[src/rtl/serial_sram_ctrl_bridge.sv]
// Serial pin loader for the on-chip SRAM: shift/read/write/burst-write with CPU port arbitration.
// Optional build macro SCTRL_LOAD_SYNC_EN adds a 2-flop LOAD_N synchroniser (+2 cycles latency).
module serial_sram_ctrl_bridge #(
  parameter int DATA_W = 8,
  parameter int ADDR_W = 9,
  parameter int SR_W   = ADDR_W + DATA_W
) (
  input  logic              CLK,
  input  logic              RST_N,
  input  logic [1:0]        CTRL_MODE,
  input  logic              LOAD_N,
  input  logic              CTRL_SI,
  input  logic              CPU_OWN,
  output logic              CTRL_RDY,
  output logic              CTRL_SO,
  output logic              SRAM_REQ,
  output logic              SRAM_CEN,
  output logic              SRAM_WEN,
  output logic [ADDR_W-1:0] SRAM_A,
  output logic [DATA_W-1:0] SRAM_D,
  input  logic [DATA_W-1:0] SRAM_Q
);

  typedef enum logic [2:0] {
    S_IDLE, S_SHIFT, S_BUS_WAIT, S_WR, S_RD, S_RD_CAP, S_DONE
  } state_t;

  localparam logic [1:0] M_SHIFT = 2'b00;
  localparam logic [1:0] M_READ  = 2'b01;
  localparam logic [1:0] M_BURST = 2'b10;
  localparam logic [ADDR_W-1:0] A_ONE = {{(ADDR_W-1){1'b0}}, 1'b1};

  state_t          r_state, w_next;
  logic [SR_W-1:0] r_sreg, w_sreg;
  logic [1:0]      r_mode;
  logic            r_si;
  logic            r_ld_q;
  logic            w_ld_s;
  logic            w_fall;

`ifdef SCTRL_LOAD_SYNC_EN
  logic [1:0] r_ld_sync;

  always_ff @(posedge CLK or negedge RST_N) begin
    if (!RST_N) r_ld_sync <= 2'b00;
    else        r_ld_sync <= {r_ld_sync[0], LOAD_N};
  end

  assign w_ld_s = r_ld_sync[1];
`else
  assign w_ld_s = LOAD_N;
`endif

  // ld_q resets low so a strobe held low through reset never looks like a new edge
  assign w_fall = r_ld_q & ~w_ld_s;

  always_ff @(posedge CLK or negedge RST_N) begin
    if (!RST_N) begin
      r_state <= S_IDLE;
      r_sreg  <= '0;
      r_mode  <= 2'b00;
      r_si    <= 1'b0;
      r_ld_q  <= 1'b0;
    end else begin
      r_state <= w_next;
      r_sreg  <= w_sreg;
      r_ld_q  <= w_ld_s;
      if (r_state == S_IDLE && w_fall) begin
        r_mode <= CTRL_MODE;
        r_si   <= CTRL_SI;
      end
    end
  end

  always_comb begin
    w_next = r_state;
    w_sreg = r_sreg;
    case (r_state)
      S_IDLE:     if (w_fall) w_next = (CTRL_MODE == M_SHIFT) ? S_SHIFT : S_BUS_WAIT;
      S_SHIFT: begin
        w_sreg = {r_si, r_sreg[SR_W-1:1]};
        w_next = S_DONE;
      end
      S_BUS_WAIT: if (!CPU_OWN) w_next = (r_mode == M_READ) ? S_RD : S_WR;
      S_WR: begin
        w_next = S_DONE;
        if (r_mode == M_BURST) w_sreg[SR_W-1:DATA_W] = r_sreg[SR_W-1:DATA_W] + A_ONE;
      end
      S_RD:       w_next = S_RD_CAP;
      S_RD_CAP: begin
        w_sreg[DATA_W-1:0] = SRAM_Q;
        w_next = S_DONE;
      end
      S_DONE:     if (w_ld_s) w_next = S_IDLE;
      default:    w_next = S_IDLE;
    endcase
  end

  assign CTRL_RDY = (r_state == S_DONE);
  assign SRAM_REQ = (r_state == S_BUS_WAIT) || (r_state == S_WR) ||
                    (r_state == S_RD) || (r_state == S_RD_CAP);
  assign SRAM_CEN = ~((r_state == S_WR) || (r_state == S_RD));
  assign SRAM_WEN = ~(r_state == S_WR);
  assign CTRL_SO  = r_sreg[0];
  assign SRAM_A   = r_sreg[SR_W-1:DATA_W];
  assign SRAM_D   = r_sreg[DATA_W-1:0];

endmodule

[config.mk]
export PLATFORM = sky130hd
export DESIGN_NAME = serial_sram_ctrl_bridge
export DESIGN_NICKNAME = d
export VERILOG_FILES = /design/src/rtl/serial_sram_ctrl_bridge.sv
export SDC_FILE = /design/constraint.sdc
export NUM_CORES = 1
export LEC_CHECK = 0
export CAP_MARGIN = 20
export CORE_MARGIN = 1.5
export CORE_UTILIZATION = 55
export CTS_CLUSTER_SIZE = 8
export DETAILED_ROUTE_END_ITERATION = 10
export DONT_BUFFER_PORTS = 1
export HOLD_SLACK_MARGIN = 0.05
export PLACE_DENSITY_LB_ADDON = 0.1
export SETUP_SLACK_MARGIN = 0.05
export SLEW_MARGIN = 30
export SYNTH_ARGS = -nofsm -noshare
export SYNTH_HDL_FRONTEND = slang
export SYNTH_SLANG_ARGS = --single-unit
[constraint.sdc]
create_clock -name CLK -period 1.7 [get_ports CLK]
set_clock_uncertainty 0.15 [all_clocks]
set_input_delay 0.51 -clock CLK [delete_from_list [all_inputs] [get_ports CLK]]
set_output_delay 0.51 -clock CLK [all_outputs]
set_load 0.05 [all_outputs]
**Wiring by layer**

Two of the layers only.
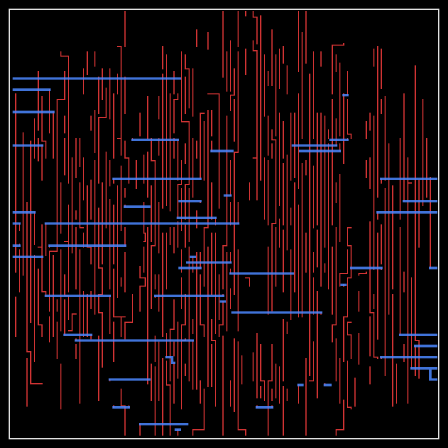
Key: blue = metal 3 [wire length 233 um]; red = metal 2 [wire length 2360 um]

**Clock wiring as the flow saved it**

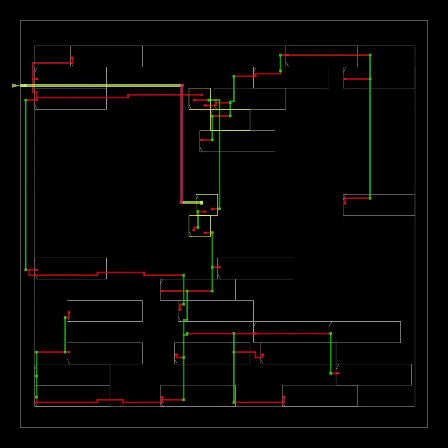
Num CTS Buffers: 3
Clock Latency Late Sink: 320 ps
clock network power consumption: 314 uW
flip-flops: 24
CLK BUF: 4

**Cell area per tile**

Scale bar: 20 um. 10 x 10 tiles, from dark purple (low) to yellow (high), 0 to 100% covered.
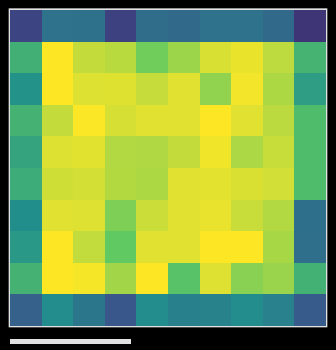
The mean over all tiles is 75%. 63% of the tiles are over 75% full. The densest ninth of the die: middle. The fullest tile reaches 100%.
CORE AREA: 0.00225 sq mm
Final Util: 92.8%
core utilization at floorplan: 59.1%

**Routed metal per tile**

10 x 10 tiles, from dark purple (low) to yellow (high), scaled to the fullest tile. Values are wire area over tile area, all layers added.
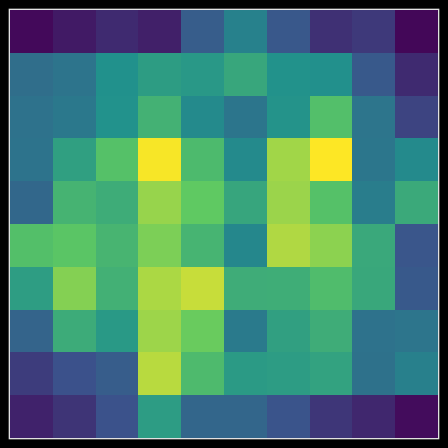
1.0% of the tiles are nearly empty. The mean over all tiles is 0.28. 52% of the tiles are over half the peak. The densest ninth of the die: middle. The fullest tile reaches 0.57.

**Sequential cells colored by netlist name**

Scale bar: 20 um. Other sequential cells in the stronger gray, the rest of the logic in the fainter gray.
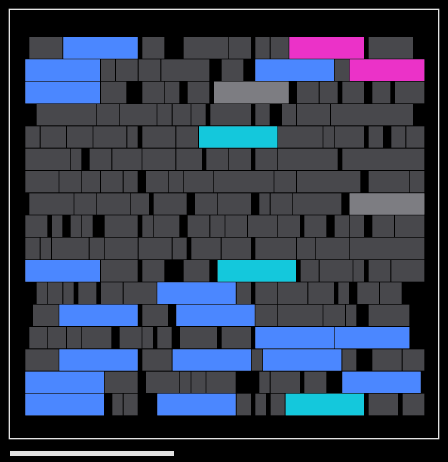
Key: cyan = r_state [sequential cells 3]; magenta = r_mode [sequential cells 2]; blue = r_sreg [sequential cells 17, where spread over the die]

==> run summary <==
# Cells Yosys: 140
Buffer and inverter count on the worst path: 2
P&R area growth vs syn: 57.0%
Minimum hold slack: 147 ps
Failing checks: setup timing
Die span in y: 52.2 um
Post-synthesis sequential area ratio: 45.1%
Tool warnings: 29
Placement Cell Area: 0.00155 sq mm
Part of the power in combinational logic: 65.1%
DRT antenna net count: 0
Detailed router's first-iteration violation count: 34
Fraction of area in registers: 29.6%
Area reported by Yosys stat: 0.00133 sq mm
Num tapcells: 28
Critical-path top delay cell: dfrtp_2
CTS Root Cell: clkbuf_4
Critical path's largest stage delay: 480 ps
Part of the cycle the worst path needs: 119%
Finish-stage setup viols: 17
CTS Buffer Depth: 2
Critical path class: flip-flop to primary output
CP top delay family: flip-flops
Routed WL: 4660 um
Row cnt: 17
Maxcap violations: 0
Status: complete, but fails checks
Sw power: 2560 uW
Vias/cell: 6.33
Static Leak: 0.000898 uW
First-pass DRT Iterations: 4
Reg power frac: 28.7%
Hold Path Class: input port to flip-flop
All-Layer GR Usage: 26.2%
Clk sink count: 24
CTS tree: done
Mean cell area of the mapped netlist: 9.52 sq um
Residual DRC: 0
Final worst setup slack: -320 ps
IO buf count: 0
H-tree levels: 1
DR vias: 1392
CP Capture Type: primary output
Clock power frac: 6.3%
Non-clk invs: 4
[flip-flops by register name, indices dropped and copies added (netlist names)]
register  count
r_ld_q        1
r_si          1
r_mode        2
r_state       3
r_sreg       17
[worst reg2reg max path, cell delays in order, from the launching register on]
cell	delay, ps
dfrtp_2	480
and3b_2	340
buf_6	120
buf_6	90
buf_6	90
buf_8	120
buf_6	130
nand2_2	60
o32ai_2	240
a21oi_1	100
[Yosys cell counts]
| cell | instances | area, sq um |
|---|---|---|
| dfrtp_1 | 24 | 601 |
| nand2_1 | 17 | 63.8 |
| o21ai_1 | 12 | 60.1 |
| a21oi_1 | 11 | 55.1 |
| mux2i_1 | 9 | 90.1 |
| o21ai_0 | 6 | 30.0 |
| buf_2 | 5 | 25.0 |
| nand2b_1 | 5 | 31.3 |
| nor2_1 | 5 | 18.8 |
| mux2_1 | 4 | 45.0 |
| nand3_1 | 4 | 20.0 |
| buf_4 | 3 | 22.5 |
| nor2b_1 | 3 | 18.8 |
| nor3_1 | 3 | 15.0 |
| o22ai_1 | 3 | 18.8 |
| a2bb2oi_1 | 2 | 17.5 |
| a31oi_1 | 2 | 12.5 |
| ha_1 | 2 | 25.0 |
| inv_1 | 2 | 7.51 |
| inv_2 | 2 | 7.51 |
| o32ai_1 | 2 | 17.5 |
| a2111oi_4 | 1 | 27.5 |
| a21o_1 | 1 | 7.51 |
| a21oi_2 | 1 | 8.76 |
| a22oi_1 | 1 | 7.51 |
| a41o_1 | 1 | 10.0 |
| and3_1 | 1 | 6.26 |
| and3b_1 | 1 | 8.76 |
| and4_1 | 1 | 8.76 |
| clkbuf_1 | 1 | 3.75 |
| nand3b_1 | 1 | 7.51 |
| nand4_1 | 1 | 6.26 |
| nor4_2 | 1 | 12.5 |
| o2bb2ai_1 | 1 | 8.76 |
| or2_1 | 1 | 6.26 |
[power by group through the flow]
stage / sequential, uW / combinational, uW / clock, uW
detailed placement: 1410 / 2190 / 0
global route: 1450 / 3410 / 334
global placement: 1390 / 2120 / 0
CTS: 1380 / 2490 / 301
floorplan: 1720 / 1220 / 0
finish: 1440 / 3260 / 314
[final timing paths]
kind | start | to | slack (ps) | cells past startpoint
min in group asynchronous | RST_N | r_ld_q$_DFF_PN0_ | 560 | 2
max reg2reg | r_state[2]$_DFFE_PN0P_ | r_sreg[16]$_DFFE_PN0P_ | -320 | 9
min | LOAD_N | r_state[2]$_DFFE_PN0P_ | 150 | 1
max | r_state[2]$_DFFE_PN0P_ | SRAM_REQ | -320 | 3
min reg2reg | r_si$_DFFE_PN0P_ | r_si$_DFFE_PN0P_ | 430 | 1
max in group asynchronous | RST_N | r_state[2]$_DFFE_PN0P_ | 440 | 2
[what timing repair did]
item                                    in CTS  in global routing
resized                                     19                 50
buffers inserted                             9                 20
cloned                                       0                  0
hold buffers                                 1                  2
endpoints found under the setup margin      18                 25
pin swaps                                    2                 16
hold endpoints to repair                    24                 25
[metal layers]
| layer | track usage [%] | vias to the layer above | part of all wire (%) |
|---|---|---|---|
| met1 | 32.1 | 699 | 40 |
| met3 | 5.14 | 22 | 5.0 |
| li1 | - | 610 | - |
| met2 | 43.5 | 61 | 51 |
| met4 | 13.7 | 0 | 4.6 |
| met5 | 0 | - | 0 |
Power is estimated from default activity; no workload was simulated.
